### src/rtl/alu_controller.sv
// Sequencing controller for ARM data-processing instructions: latches one
// instruction, drives register-file reads, then ALU/shifter controls and writeback.
module alu_controller (
  input  logic        clk,
  input  logic        rst,
  input  logic [31:0] instr,
  input  logic        instr_valid,
  output logic        instr_ready,
  input  logic [31:0] status_in,
  output logic [3:0]  A_addr,
  output logic [3:0]  B_addr,
  output logic [3:0]  shift_addr,
  output logic        en_A,
  output logic        en_B,
  output logic        en_S,
  output logic        en_status,
  output logic [1:0]  shift_op,
  output logic [31:0] shift_imme,
  output logic        sel_shift,
  output logic        sel_A,
  output logic        sel_B,
  output logic [31:0] imme_data,
  output logic [2:0]  ALU_op,
  output logic        wb_en,
  output logic [3:0]  wb_addr,
  output logic        done,
  output logic        illegal
);
  localparam logic [1:0] S_IDLE = 2'd0;
  localparam logic [1:0] S_LOAD = 2'd1;
  localparam logic [1:0] S_EXEC = 2'd2;
  localparam logic [1:0] S_DONE = 2'd3;

  logic [1:0]  state_q, state_d;
  logic [31:0] instr_q, instr_d;

  logic [3:0]  cond, opcode, rn, rd;
  logic [11:0] op2;
  logic        i_bit, s_bit;
  logic        fn, fz, fc, fv;
  logic        cond_pass, legal, no_wb, is_mov;
  logic [2:0]  alu_dec;
  logic        op_ok;
  logic [5:0]  rot;
  logic [63:0] rot_pair;

  assign cond   = instr_q[31:28];
  assign i_bit  = instr_q[25];
  assign opcode = instr_q[24:21];
  assign s_bit  = instr_q[20];
  assign rn     = instr_q[19:16];
  assign rd     = instr_q[15:12];
  assign op2    = instr_q[11:0];
  assign {fn, fz, fc, fv} = status_in[31:28];

  always_comb begin
    cond_pass = 1'b0;
    case (cond)
      4'h0: cond_pass = fz;
      4'h1: cond_pass = !fz;
      4'h2: cond_pass = fc;
      4'h3: cond_pass = !fc;
      4'h4: cond_pass = fn;
      4'h5: cond_pass = !fn;
      4'h6: cond_pass = fv;
      4'h7: cond_pass = !fv;
      4'h8: cond_pass = fc && !fz;
      4'h9: cond_pass = !fc || fz;
      4'hA: cond_pass = (fn == fv);
      4'hB: cond_pass = (fn != fv);
      4'hC: cond_pass = !fz && (fn == fv);
      4'hD: cond_pass = fz || (fn != fv);
      4'hE: cond_pass = 1'b1;
      default: cond_pass = 1'b0;
    endcase
  end

  always_comb begin
    alu_dec = 3'b000;
    op_ok   = 1'b1;
    case (opcode)
      4'b0000: alu_dec = 3'b010; // AND
      4'b0001: alu_dec = 3'b100; // EOR
      4'b0010: alu_dec = 3'b001; // SUB
      4'b0100: alu_dec = 3'b000; // ADD
      4'b1000: alu_dec = 3'b010; // TST
      4'b1010: alu_dec = 3'b001; // CMP
      4'b1100: alu_dec = 3'b011; // ORR
      4'b1101: alu_dec = 3'b000; // MOV
      default: op_ok   = 1'b0;
    endcase
  end

  assign no_wb  = (opcode == 4'b1000) || (opcode == 4'b1010);
  assign is_mov = (opcode == 4'b1101);
  assign legal  = op_ok && (instr_q[27:26] == 2'b00) && (cond != 4'hF) && !(no_wb && !s_bit);

  // Rotating the doubled word right leaves the rotated imm8 in the low half.
  assign rot      = {1'b0, op2[11:8], 1'b0};
  assign rot_pair = {24'd0, op2[7:0], 24'd0, op2[7:0]} >> rot;

  always_comb begin
    state_d     = state_q;
    instr_d     = instr_q;
    instr_ready = 1'b0;
    A_addr      = 4'd0;
    B_addr      = 4'd0;
    shift_addr  = 4'd0;
    en_A        = 1'b0;
    en_B        = 1'b0;
    en_S        = 1'b0;
    en_status   = 1'b0;
    shift_op    = 2'b00;
    shift_imme  = 32'd0;
    sel_shift   = 1'b0;
    sel_A       = 1'b0;
    sel_B       = 1'b0;
    imme_data   = 32'd0;
    ALU_op      = 3'b000;
    wb_en       = 1'b0;
    wb_addr     = 4'd0;
    done        = 1'b0;
    illegal     = 1'b0;
    case (state_q)
      S_IDLE: begin
        instr_ready = 1'b1;
        if (instr_valid) begin
          instr_d = instr;
          state_d = S_LOAD;
        end
      end
      S_LOAD: begin
        A_addr     = rn;
        B_addr     = op2[3:0];
        shift_addr = op2[11:8];
        en_A       = cond_pass && legal;
        en_B       = cond_pass && legal;
        en_S       = cond_pass && legal;
        state_d    = (cond_pass && legal) ? S_EXEC : S_DONE;
      end
      S_EXEC: begin
        ALU_op    = alu_dec;
        sel_A     = is_mov;
        sel_B     = i_bit;
        en_status = s_bit;
        wb_en     = !no_wb;
        wb_addr   = no_wb ? 4'd0 : rd;
        if (i_bit) begin
          imme_data = rot_pair[31:0];
        end else begin
          shift_op   = op2[6:5];
          sel_shift  = op2[4];
          shift_imme = op2[4] ? 32'd0 : {27'd0, op2[11:7]};
        end
        state_d = S_DONE;
      end
      default: begin
        done    = 1'b1;
        illegal = !legal;
        state_d = S_IDLE;
      end
    endcase
  end

  always_ff @(posedge clk) begin
    if (rst) begin
      state_q <= S_IDLE;
      instr_q <= 32'd0;
    end else begin
      state_q <= state_d;
      instr_q <= instr_d;
    end
  end
endmodule
### config.mk
export PLATFORM = sky130hd
export DESIGN_NAME = alu_controller
export DESIGN_NICKNAME = d
export VERILOG_FILES = /design/src/rtl/alu_controller.sv
export SDC_FILE = /design/constraint.sdc
export NUM_CORES = 1
export LEC_CHECK = 0
export ABC_CLOCK_PERIOD_IN_PS = 1900
export CAP_MARGIN = 20
export CORE_ASPECT_RATIO = 0.8
export CORE_MARGIN = 2
export CORE_UTILIZATION = 35
export DETAILED_ROUTE_END_ITERATION = 8
export GPL_TIMING_DRIVEN = 0
export HOLD_SLACK_MARGIN = 0.12
export PLACE_DENSITY = 0.85
export SYNTH_ARGS = -nofsm -noshare
export SYNTH_HDL_FRONTEND = slang
export SYNTH_SLANG_ARGS = --single-unit
### constraint.sdc
create_clock -name clk -period 1.9 [get_ports clk]
set_input_delay 0.38 -clock clk [delete_from_list [all_inputs] [get_ports clk]]
set_output_delay 0.38 -clock clk [all_outputs]
set_load 0.1 [all_outputs]
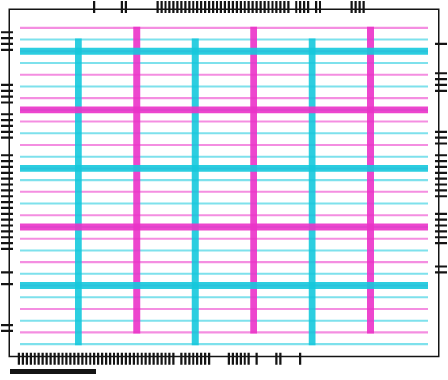
*PDN straps and rails, run 1*
The bar under the picture is 20 um long. Pins as bars on the die edge.
VDD: drawn in magenta. VSS: drawn in cyan.
5 straps on met5. The core has 27 rows. 28 met1 rails follow the rows. 6 straps on met4.
core area: 0.00696 mm2
Die W: 99.4 um
Max VDD drop: 0.000590 V
Die Ht: 80.3 um

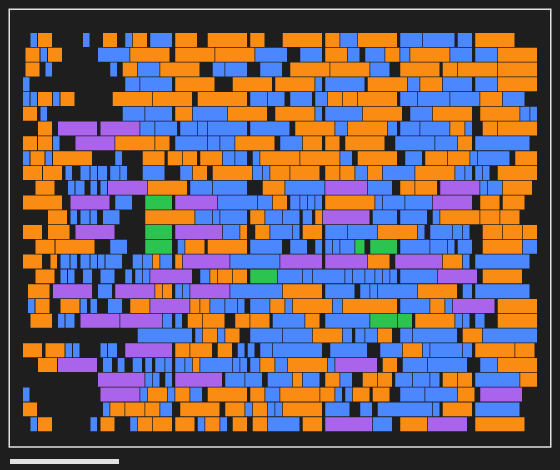
*Cell classes on the final placement, run 1*
The bar under the picture is 20 um long.
clock drivers and dummy loads: drawn in green, cells 8, share of their area 1.6%. flops: drawn in purple, cells 34, share of their area 12%. combinational and other logic: drawn in blue, cells 292, share of their area 42%. other buffers and delay cells: drawn in orange, cells 209, share of their area 44%.
Std-Cell Rows: 27
final core utilization: 0.856
post-layout instance area: 0.00596 mm2
sequential fraction of total cell area: 0.121

==> run summary, run 1 <==
yosys + openroad results -> DR WL/cell=about 24 um, WL final=14900 um, failing checks=negative setup slack, pin count of the biggest net entering global routing=12, cell internal pwr=2.73 mW, Worst Tran Pin Value=978 ps, Post-Synth AOI/OAI Area=0.166, Clock Pin Slew Worst Setup and Hold Paths=roughly 80 ps, DP HPWL=7040 um, Final Setup Violations=72, max incr delay on CP=440 ps, total power=5.86 mW, RSZ-0062 raised after global routing=yes, Final Cycle Share=1.28, Leak=around 2.3 nW, Ports=163, vias=3553, R2R Path Start=state_q[0], yosys cell count=approximately 360, yosys stat chip area=about 0.0025 mm2, Worst EP required=1520 ps, pre-CTS setup slack=-1680 ps, Die ar.=0.00798 mm2, DR iter-0 viols=303, maxcap violations=0, crit path time final=2430 ps, status=complete, but fails checks, vias in the first global route=3248, R2R Path End=instr_q[0], fin worst setup slack=-528 ps
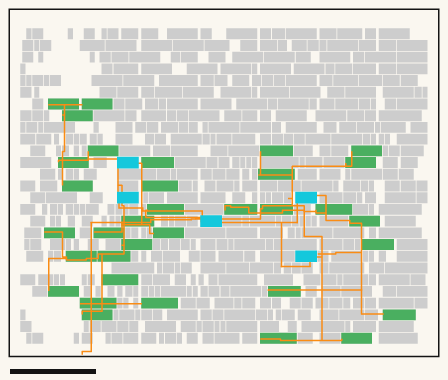
*Routed clock nets over the placement, run 1*
The bar under the picture is 20 um long.
clock drivers: drawn in cyan, count 5. clock wires: drawn in orange, length 563 um. flip-flops: drawn in green, count 34.
There are 6 routed clock nets.
Power Clock: 0.608 mW
clock share of power: 0.104
Fin Clk Skew: 16.4 ps
worst skew pair latency: 310 ps

[run 1: worst max-delay path: cells and delay by family, from the launching register on]
family / cells / cell delay [ps]
AND/OR/NAND/NOR: 3 / 700
flip-flops: 1 / 340
buffers and inverters: 2 / 290
AND-OR/OR-AND: 1 / 260
adder cells (fa/ha/maj): 1 / 160
[run 1: worst max-delay path by stage]
| stage | startpoint | to | slack, ps | cells after the start |
|---|---|---|---|---|
| detailed placement | status_in[31] | en_S | -1680 | 8 |
| global route | instr_q[30] | en_S | -540 | 9 |
| CTS | state_q[0] | imme_data[5] | -430 | 7 |
| floorplan | state_q[0] | imme_data[18] | -430 | 7 |
| global placement | status_in[31] | en_B | -1660 | 8 |
| finish | state_q[0] | imme_data[20] | -530 | 7 |
[run 1: final cells by class]
type | count | area, um2
clock buffers | 6 | 82.6
flip-flops and latches | 34 | 722
fillers | 316 | 1000
inverters | 4 | 18.8
repair buffers | 159 | 2130
well taps | 87 | 109
multi-input cells | 288 | 2420
clock inverters | 2 | 12.5
plain buffers | 50 | 460
[run 1: what timing repair did]
action | 4_1_cts | 5_1_grt
pin swaps | 31 | 30
hold buffers | 0 | 0
setup buffers | 24 | 28
gates cloned | 1 | 1
endpoints found under the hold margin | 0 | 0
endpoints found under the setup margin | 69 | 68
resized | 590 | 110
[run 1: logic make-up after synthesis]
kind of cell,after synthesis
flip-flops,34
other,1
buffers and inverters,59
multiplexers,17
AND/OR/NAND/NOR,169
AND-OR/OR-AND,68
XOR/XNOR,3
adder cells (fa/ha/maj),4
[run 1: state kept, by name (all words and copies together) (netlist names)]
| signal | flops |
|---|---|
| instr_q | 32 |
| state_q | 2 |
==> inputs of run 2 (changes only) <==
--- a/config.mk
+++ b/config.mk
@@ -13,7 +13,7 @@
 export DETAILED_ROUTE_END_ITERATION = 8
 export GPL_TIMING_DRIVEN = 0
 export HOLD_SLACK_MARGIN = 0.12
-export PLACE_DENSITY = 0.85
+export PLACE_DENSITY = 0.75
 export SYNTH_ARGS = -nofsm -noshare
 export SYNTH_HDL_FRONTEND = slang
 export SYNTH_SLANG_ARGS = --single-unit
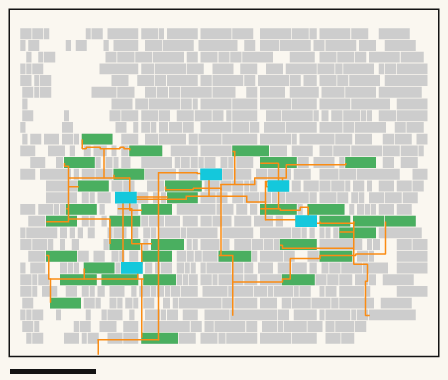
*Routed clock nets over the placement, run 2*
The bar under the picture is 20 um long.
flip-flops: drawn in green, count 34. clock wires: drawn in orange, length 544 um. clock drivers: drawn in cyan, count 5.
There are 6 routed clock nets.
clock share of power: 0.150
Fin Clk Skew: 20.6 ps

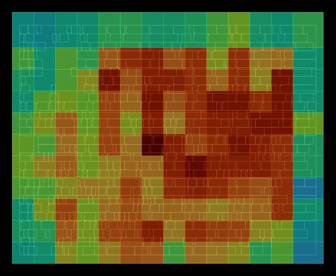
*Routing congestion map, run 2*
M3 GR Usage: 0.0496
GRT met2 Usage: 0.511
DR WL/cell: 20.9 um
GR Util met1: 0.366
GRT busiest layer: met2

==> run summary, run 2 <==
yosys + openroad results -> status=complete, but fails checks, total power=5.77 mW, Die ar.=0.00798 mm2, max incr delay on CP=430 ps, WL final=13200 um, Clock Pin Slew Worst Setup and Hold Paths=70 ps, DR iter-0 viols=258, fin worst setup slack=-511 ps, Fillers=between 300 and 400, crit path time final=between 2000 and 2500 ps, yosys cell count=355, post-layout instance area=0.00576 mm2, failing checks=negative setup slack, pre-CTS setup slack=-1680 ps, Max VDD drop=0.000666 V, Power Clock=approximately 0.87 mW, Final Setup Violations=64, Die W=99.4 um, vias=3445, pin count of the biggest net entering global routing=12
## run 2: worst max-delay path, delay by kind of cell (launching register included)
| kind | cells | cell delay, ps |
|---|---|---|
| and+or+nand+nor | 3 | 710 |
| buffers and inverters | 2 | 280 |
| adders and majority gates | 1 | 140 |
| DFF | 1 | 370 |
| AOI/OAI and AO/OA | 1 | 230 |
## run 2: worst paths after layout
kind                   end  depth (start not counted)  slack, ps         from
max reg2reg     instr_q[5]                          6         50   state_q[1]
max          imme_data[21]                          7       -510   state_q[0]
min reg2reg    instr_q[17]                          2        450  instr_q[17]
min            instr_q[17]                          2        450  instr_q[17]
## run 2: what timing repair did
| item | in CTS | in global routing |
|---|---|---|
| pin swaps | 33 | 32 |
| endpoints found under the setup margin | 69 | 65 |
| gates cloned | 2 | 0 |
| resized | 602 | 52 |
| buffers inserted | 39 | 18 |
## run 2: kinds of logic (layout without fill, tap and decap cells)
family	count (synthesis)	after routing
compound gates	68	68
xor+xnor	3	3
fa+ha+maj	4	4
buf+inv	59	222
flops	34	34
mux	17	17
other cells	1	27
simple gates	169	169
## run 2: per-stage QoR
stage / hold WS, ps / setup TNS (ps) / instances
5_1_grt: 480 / -22370 / 631
2_1_floorplan: 432 / -14060 / 381
3_3_place_gp: 437 / -60790 / 574
6_report: 451 / -20000 / 631
3_5_place_dp: 446 / -62620 / 574
4_1_cts: 456 / -14800 / 620
## run 2: final cells by class
cell class	instances	area (um2)	share of cell area
Buffer	48	400	0.0695
Inverter	4	21.3	0.00369
Timing Repair Buffer	162	2010	0.349
Clock inverter	2	60.1	0.0104
Sequential cell	34	726	0.126
Clock buffer	6	82.6	0.0143
Multi-Input combinational cell	288	2350	0.409
Tap cell	87	109	0.0189
Power and IR drop assume default switching activity.
